**Wiring by layer**

Only two layers are drawn.
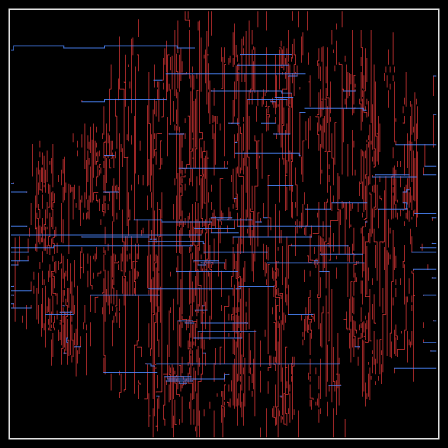
**Where the registers sit**

The bar under the picture is 50 um long. Other sequential cells in the stronger gray, the rest of the logic in the fainter gray.
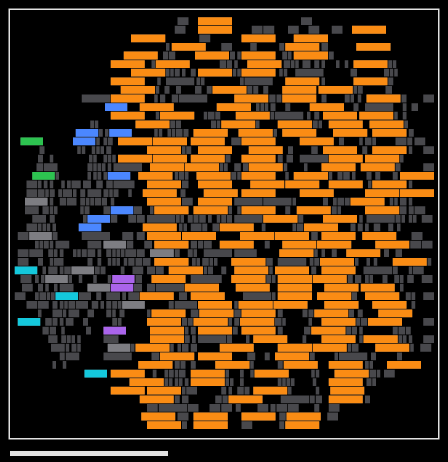
**Placement density heat map**

The bar under the picture is 50 um long. 14 x 14 tiles, from dark purple (low) to yellow (high), 0 to 100% covered.
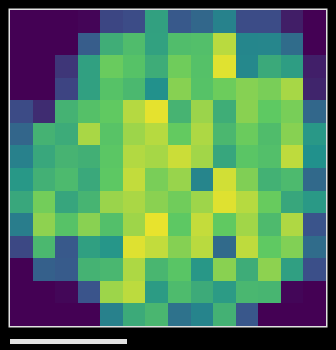
**Clock routing**

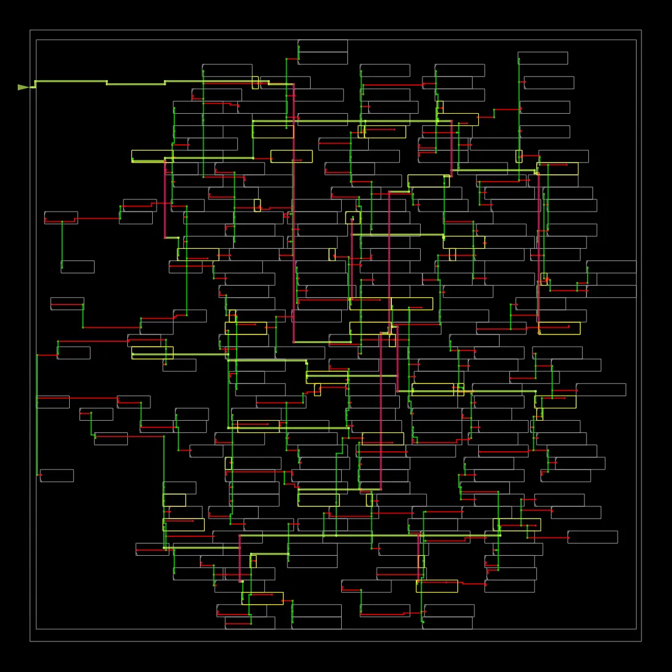
**Routed metal per tile**

27 x 27 tiles, from dark purple (low) to yellow (high), scaled to the fullest tile. Values are wire area over tile area, all layers added.
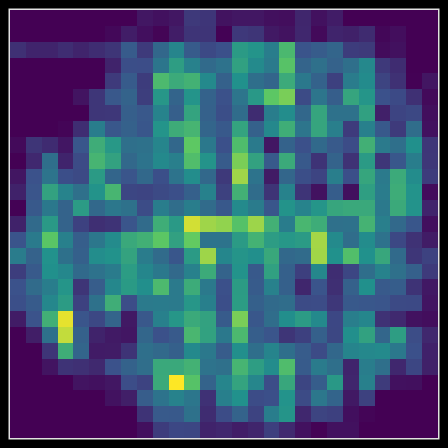
File: src/rtl/cpu_run_pkg.sv
// Shared types for the CPU run controller: controller states and the capture entry layout.
package cpu_run_pkg;

    localparam int CAP_DATA_W  = 16;
    localparam int CAP_STAMP_W = 8;

    typedef enum logic [1:0] {
        IDLE,
        HOLD,
        RUN,
        DONE
    } run_state_t;

    typedef struct packed {
        logic [CAP_DATA_W-1:0]  data;
        logic [CAP_STAMP_W-1:0] stamp;
    } capture_entry_t;

endpackage

File: src/rtl/cpu_run_controller_capture_fifo.sv
// Synchronous capture FIFO with a show-ahead head, occupancy count and simultaneous push/pop.
module capture_fifo
    import cpu_run_pkg::*;
#(
    parameter int DW    = 24,
    parameter int DEPTH = 8
) (
    input  logic                       clock,
    input  logic                       reset,
    input  logic                       clear_i,
    input  logic                       push_i,
    input  logic [DW-1:0]              push_data_i,
    input  logic                       pop_i,
    output logic                       rd_valid_o,
    output logic [DW-1:0]              rd_data_o,
    output logic [$clog2(DEPTH+1)-1:0] count_o,
    output logic                       drop_o
);

    localparam int PW = $clog2(DEPTH);
    localparam int CW = $clog2(DEPTH+1);

    logic [DW-1:0] mem_q [DEPTH];
    logic [PW-1:0] wr_ptr_q, wr_ptr_d;
    logic [PW-1:0] rd_ptr_q, rd_ptr_d;
    logic [CW-1:0] count_q, count_d;
    logic          empty, full, pop_ok, push_ok;

    always_comb begin
        empty    = (count_q == '0);
        full     = (count_q == CW'(DEPTH));
        pop_ok   = pop_i && !empty;
        // A full FIFO still accepts a push when the head leaves in the same cycle.
        push_ok  = push_i && (!full || pop_ok);
        drop_o   = push_i && full && !pop_ok;
        wr_ptr_d = wr_ptr_q;
        rd_ptr_d = rd_ptr_q;
        count_d  = count_q;
        if (clear_i) begin
            wr_ptr_d = '0;
            rd_ptr_d = '0;
            count_d  = '0;
        end else begin
            if (push_ok) wr_ptr_d = wr_ptr_q + PW'(1);
            if (pop_ok)  rd_ptr_d = rd_ptr_q + PW'(1);
            case ({push_ok, pop_ok})
                2'b10:   count_d = count_q + CW'(1);
                2'b01:   count_d = count_q - CW'(1);
                default: count_d = count_q;
            endcase
        end
    end

    always_ff @(posedge clock) begin
        if (!reset) begin
            wr_ptr_q <= '0;
            rd_ptr_q <= '0;
            count_q  <= '0;
        end else begin
            wr_ptr_q <= wr_ptr_d;
            rd_ptr_q <= rd_ptr_d;
            count_q  <= count_d;
        end
    end

    always_ff @(posedge clock) begin
        if (reset && push_ok && !clear_i) mem_q[wr_ptr_q] <= push_data_i;
    end

    assign rd_valid_o = !empty;
    assign rd_data_o  = empty ? '0 : mem_q[rd_ptr_q];
    assign count_o    = count_q;

endmodule

File: src/rtl/cpu_run_controller.sv
// Run harness: holds the CPU in reset, runs it for a fixed budget and captures flagged outputs.
module cpu_run_controller
    import cpu_run_pkg::*;
#(
    parameter int WIDTH        = 16,
    parameter int DEPTH        = 8,
    parameter int RESET_CYCLES = 2,
    parameter int RUN_CYCLES   = 16,
    parameter int CNTWIDTH     = 8
) (
    input  logic                       clock,
    input  logic                       reset,
    input  logic                       start,
    output logic                       cpuReset,
    input  logic                       cpuOutFlag,
    input  logic [WIDTH-1:0]           cpuOut,
    output logic                       rdValid,
    input  logic                       rdReady,
    output logic [WIDTH-1:0]           rdData,
    output logic [CNTWIDTH-1:0]        rdStamp,
    output logic [$clog2(DEPTH+1)-1:0] count,
    output logic                       done,
    output logic                       overflow
);

    localparam int HCW = $clog2(RESET_CYCLES+1);
    localparam int EW  = WIDTH + CNTWIDTH;

    run_state_t          state_q, state_d;
    logic [HCW-1:0]      hold_cnt_q, hold_cnt_d;
    logic [CNTWIDTH-1:0] run_cnt_q, run_cnt_d;
    logic                overflow_q, overflow_d;
    logic                fifo_clear, fifo_push, fifo_drop;
    logic [EW-1:0]       head_entry;

    always_comb begin
        state_d    = state_q;
        hold_cnt_d = hold_cnt_q;
        run_cnt_d  = run_cnt_q;
        fifo_clear = 1'b0;
        fifo_push  = 1'b0;
        case (state_q)
            IDLE, DONE: begin
                if (start) begin
                    state_d    = HOLD;
                    hold_cnt_d = '0;
                    fifo_clear = 1'b1;
                end
            end
            HOLD: begin
                if (hold_cnt_q == HCW'(RESET_CYCLES-1)) begin
                    state_d   = RUN;
                    run_cnt_d = '0;
                end else begin
                    hold_cnt_d = hold_cnt_q + HCW'(1);
                end
            end
            RUN: begin
                // The last budgeted cycle is still sampled before leaving RUN.
                fifo_push = cpuOutFlag;
                run_cnt_d = run_cnt_q + CNTWIDTH'(1);
                if (run_cnt_q == CNTWIDTH'(RUN_CYCLES-1)) state_d = DONE;
            end
            default: state_d = IDLE;
        endcase
    end

    always_comb begin
        overflow_d = overflow_q;
        if (fifo_clear)     overflow_d = 1'b0;
        else if (fifo_drop) overflow_d = 1'b1;
    end

    always_ff @(posedge clock) begin
        if (!reset) begin
            state_q    <= IDLE;
            hold_cnt_q <= '0;
            run_cnt_q  <= '0;
            overflow_q <= 1'b0;
        end else begin
            state_q    <= state_d;
            hold_cnt_q <= hold_cnt_d;
            run_cnt_q  <= run_cnt_d;
            overflow_q <= overflow_d;
        end
    end

    capture_fifo #(
        .DW    (EW),
        .DEPTH (DEPTH)
    ) u_fifo (
        .clock       (clock),
        .reset       (reset),
        .clear_i     (fifo_clear),
        .push_i      (fifo_push),
        .push_data_i ({cpuOut, run_cnt_q}),
        .pop_i       (rdReady),
        .rd_valid_o  (rdValid),
        .rd_data_o   (head_entry),
        .count_o     (count),
        .drop_o      (fifo_drop)
    );

    assign rdData   = head_entry[EW-1:CNTWIDTH];
    assign rdStamp  = head_entry[CNTWIDTH-1:0];
    assign cpuReset = (state_q != RUN);
    assign done     = (state_q == DONE);
    assign overflow = overflow_q;

endmodule

File: config.mk
export PLATFORM = sky130hd
export DESIGN_NAME = cpu_run_controller
export DESIGN_NICKNAME = d
export VERILOG_FILES = /design/src/rtl/cpu_run_pkg.sv /design/src/rtl/cpu_run_controller_capture_fifo.sv /design/src/rtl/cpu_run_controller.sv
export SDC_FILE = /design/constraint.sdc
export NUM_CORES = 1
export LEC_CHECK = 0
export ABC_AREA = 1
export CAP_MARGIN = 30
export CORE_UTILIZATION = 50
export CTS_CLUSTER_DIAMETER = 80
export CTS_CLUSTER_SIZE = 10
export DETAILED_ROUTE_END_ITERATION = 12
export HOLD_SLACK_MARGIN = 0.02
export PLACE_DENSITY = 0.72
export SLEW_MARGIN = 20
export SYNTH_ARGS = -nofsm -noshare
export SYNTH_HDL_FRONTEND = slang
export SYNTH_HIERARCHICAL = 1
export SYNTH_SLANG_ARGS = --single-unit
File: constraint.sdc
create_clock -name clock -period 3.9 [get_ports clock]
set_clock_uncertainty 0.2 [all_clocks]
set_input_delay 0.585 -clock clock [delete_from_list [all_inputs] [get_ports clock]]
set_output_delay 0.585 -clock clock [all_outputs]
set_load 0.005 [all_outputs]
==> notes.md <==
- 755 — Post-Synthesis Cells
- 6 — YS warnings
- 218 — FF+latch count
- 0 ns — total negative slack for setup checks
- 755 — cell count in the Yosys report
- 0.7312 ns — slew at the pin closest to its max-slew limit
- AND-OR/OR-AND gates — largest non-sequential cell family by area
- 7813 um — wl on met1
- 36 — number of unique standard cell types used by synthesis
- 5 — detailed-router iteration count before antenna repair
- 192 — flip-flop count of the largest register, all copies and words added
- 7 — Critical Path Stages
- 78 — Max Fanout on Critical Path
- 72 — nonclk buf count
- 6.854% — clock network share of area
- 785 — post-synth net total
- 706.3 nW/um2 — PwrDens
- sky130_fd_sc_hd__edfxtp_1 — top logic cell by instance count in the layout
- 0 — final slew viol count
- 0 — Overflow after GRT
- 518 — violation count after the first detailed-routing iteration
- 88.10% — portion of the clock cycle consumed by the worst path in the final layout
- 1.03 ns — setup slack of the most critical reg-to-reg path
- 218 — count of state elements after synthesis
- 10180 um — Post-DP HPWL
- 0 — antenna violations before repair
- sky130_fd_sc_hd__edfxtp_1 65%, sky130_fd_sc_hd__nor2_1 7.2%, sky130_fd_sc_hd__dfxtp_1 5.8% — biggest area cells
- primary output — Critical Path Sink Type
- 0 — number of post-CTS setup repair buffers
- sky130_fd_sc_hd__edfxtp_1 — prevailing post-synth register cell
- 2451 uW — reported net switching power
- 1317 — Fill cells
- 9679 um2 — placed standard-cell area
- 0 — number of DRC violations after detailed routing
- 9154 um — Routed met2 length
- buffers and inverters — category of cells accounting for the largest share of critical-path delay
- 225 — tap cells
- 3 — number of buffers on the longest clock path
- 192 — post-synth tally of flip-flops with integrated enable
- 35.73% — met2 usage
- state_q[0]$_SDFFE_PN0P_ — reg2reg start
- complete, no violations — result of the run
- 97 — pin count of the biggest net entering global routing
- sequential cells — largest power group
- 70.60% — post-synthesis sequential area ratio
- 0 — cells resized by post-CTS repair
- 52 — quantity of I/O buffers inserted on ports
- 0% — share of flip-flops with an asynchronous set or reset
- 3.12 ns — data required time of the worst path
- 21.93% — fraction of area in multi-input gates
- u_fifo/mem_q — register containing the most flip-flops in the final layout
- 8904 um2 — chip area estimate from yosys synthesis
- 135.4 um — chip width
- 2.65 ns — data arrival time of the critical path
- registers — Leading cell kind
- 0.4640 ns — post-layout worst setup margin
- 35.6% — share of total power in combinational logic
- 0 — Diodes inserted
- 291.0 MHz — Peak Freq
- 0.001079 V — peak ir drop on the vdd network
- 10.32% — share of final-layout standard cells stronger than drive strength 1
- 6.854% — non-clock buffer share of cell area
- 0.1967% — share of the synthesized netlist area taken by xor and xnor gates
- built — CTS tree
- 6287 um2 — Sequential cell area
- 27.9% — power share of the clock group
- sky130_fd_sc_hd__edfxtp_1 — dominant cell type by area after synthesis
- 218 — total number of clock tree sinks
- 192 x sky130_fd_sc_hd__edfxtp_1, 170 x sky130_fd_sc_hd__nor2_1, 88 x sky130_fd_sc_hd__o21ai_0, 41 x sky130_fd_sc_hd__nand2_1, 41 x sky130_fd_sc_hd__o21ai_1 — top cells by count, synth
- 0 — max_cap viols
- 0.52 ns — clk_lat worst skew
- rdData[3] — Critical Path Sink
- buf_4 -> buf_16 -> o21ai_0 -> o22ai_1 -> o21ai_1 -> a31oi_1 -> clkdlybuf4s50_1 — cell-by-cell listing of the critical path
- 3.436 ns — min Tclk post-route
- 25.70% — met1 track utilization from global routing
- u_fifo/rd_ptr_q[2]$_SDFFE_PP0N_ — beginning of the worst hold path
- 192 x sky130_fd_sc_hd__edfxtp_1, 166 x sky130_fd_sc_hd__nor2_1, 88 x sky130_fd_sc_hd__o21ai_0 — commonest non-fill, non-tap cells in the layout
- sky130_fd_sc_hd__clkdlybuf4s50_1 — master of the slowest instance on the critical path
- flop to flop — class of the tightest hold or removal check
- met4 — max layer used
- 11.35% — share of synthesized cell area in and, or, nand and nor gates
- 0.6601 ns — placement-stage worst setup slack
- 2290 um2 — Logic area
- 1150 um — met3 routed wirelength
- 51.08% — normalized max-slew margin
- 12.56% — post-synthesis compound-gate area fraction
- u_fifo/rd_ptr_q[2]$_SDFFE_PP0N_ — Hold Path End
- sky130_fd_sc_hd__edfxtp_1 — dominant cell by count in the synthesized netlist
- 8904 um2 — cell area after synthesis
- 4.377% — met3 GRT Util
- 64.76% — Area leader share
- met2 — busiest grt layer
## Picture notes: 'wiring by layer'
Key: red = M2 [wire length 9160 um]; blue = M3 [wire length 1150 um]
total number of vias: 5948
Routed Wire Length: 18530 um
detailed-route wire length per cell: 17.52 um
total global routing track utilization: 20.66%

## Picture notes: 'where the registers sit'
Key: orange = u_fifo/mem_q [placed flops 192]; cyan = u_fifo/count_o [placed flops 4]; blue = run_cnt_q [placed flops 8]; green = hold_cnt_q [placed flops 2]; purple = u_fifo/rd_ptr_q [placed flops 3]
Another 9 sequential cells are not colored.
register fraction of the total cell area: 60.21%
sequential group power: 2690 uW
Util after Layout: 60.16%

## Picture notes: 'placement density heat map'
The emptiest ninth of the die: upper left. The mean over all tiles is 55%. 13% of the tiles are nearly empty. The fullest tile reaches 97%. 31% of the tiles are over 75% full.
FP Util: 51.30%
Std-Cell Core Area: 17360 um2

## Picture notes: 'clock routing'
clk pwr: 2060 uW
number of clock buffers in the layout: 44
total clock buffers created by CTS: 25

## Picture notes: 'routed metal per tile'
The mean over all tiles is 0.16. The fullest tile reaches 0.55. The emptiest ninth of the die: upper left. 19% of the tiles are over half the peak.

No activity file was given, so power comes from the tool's default toggle rates.
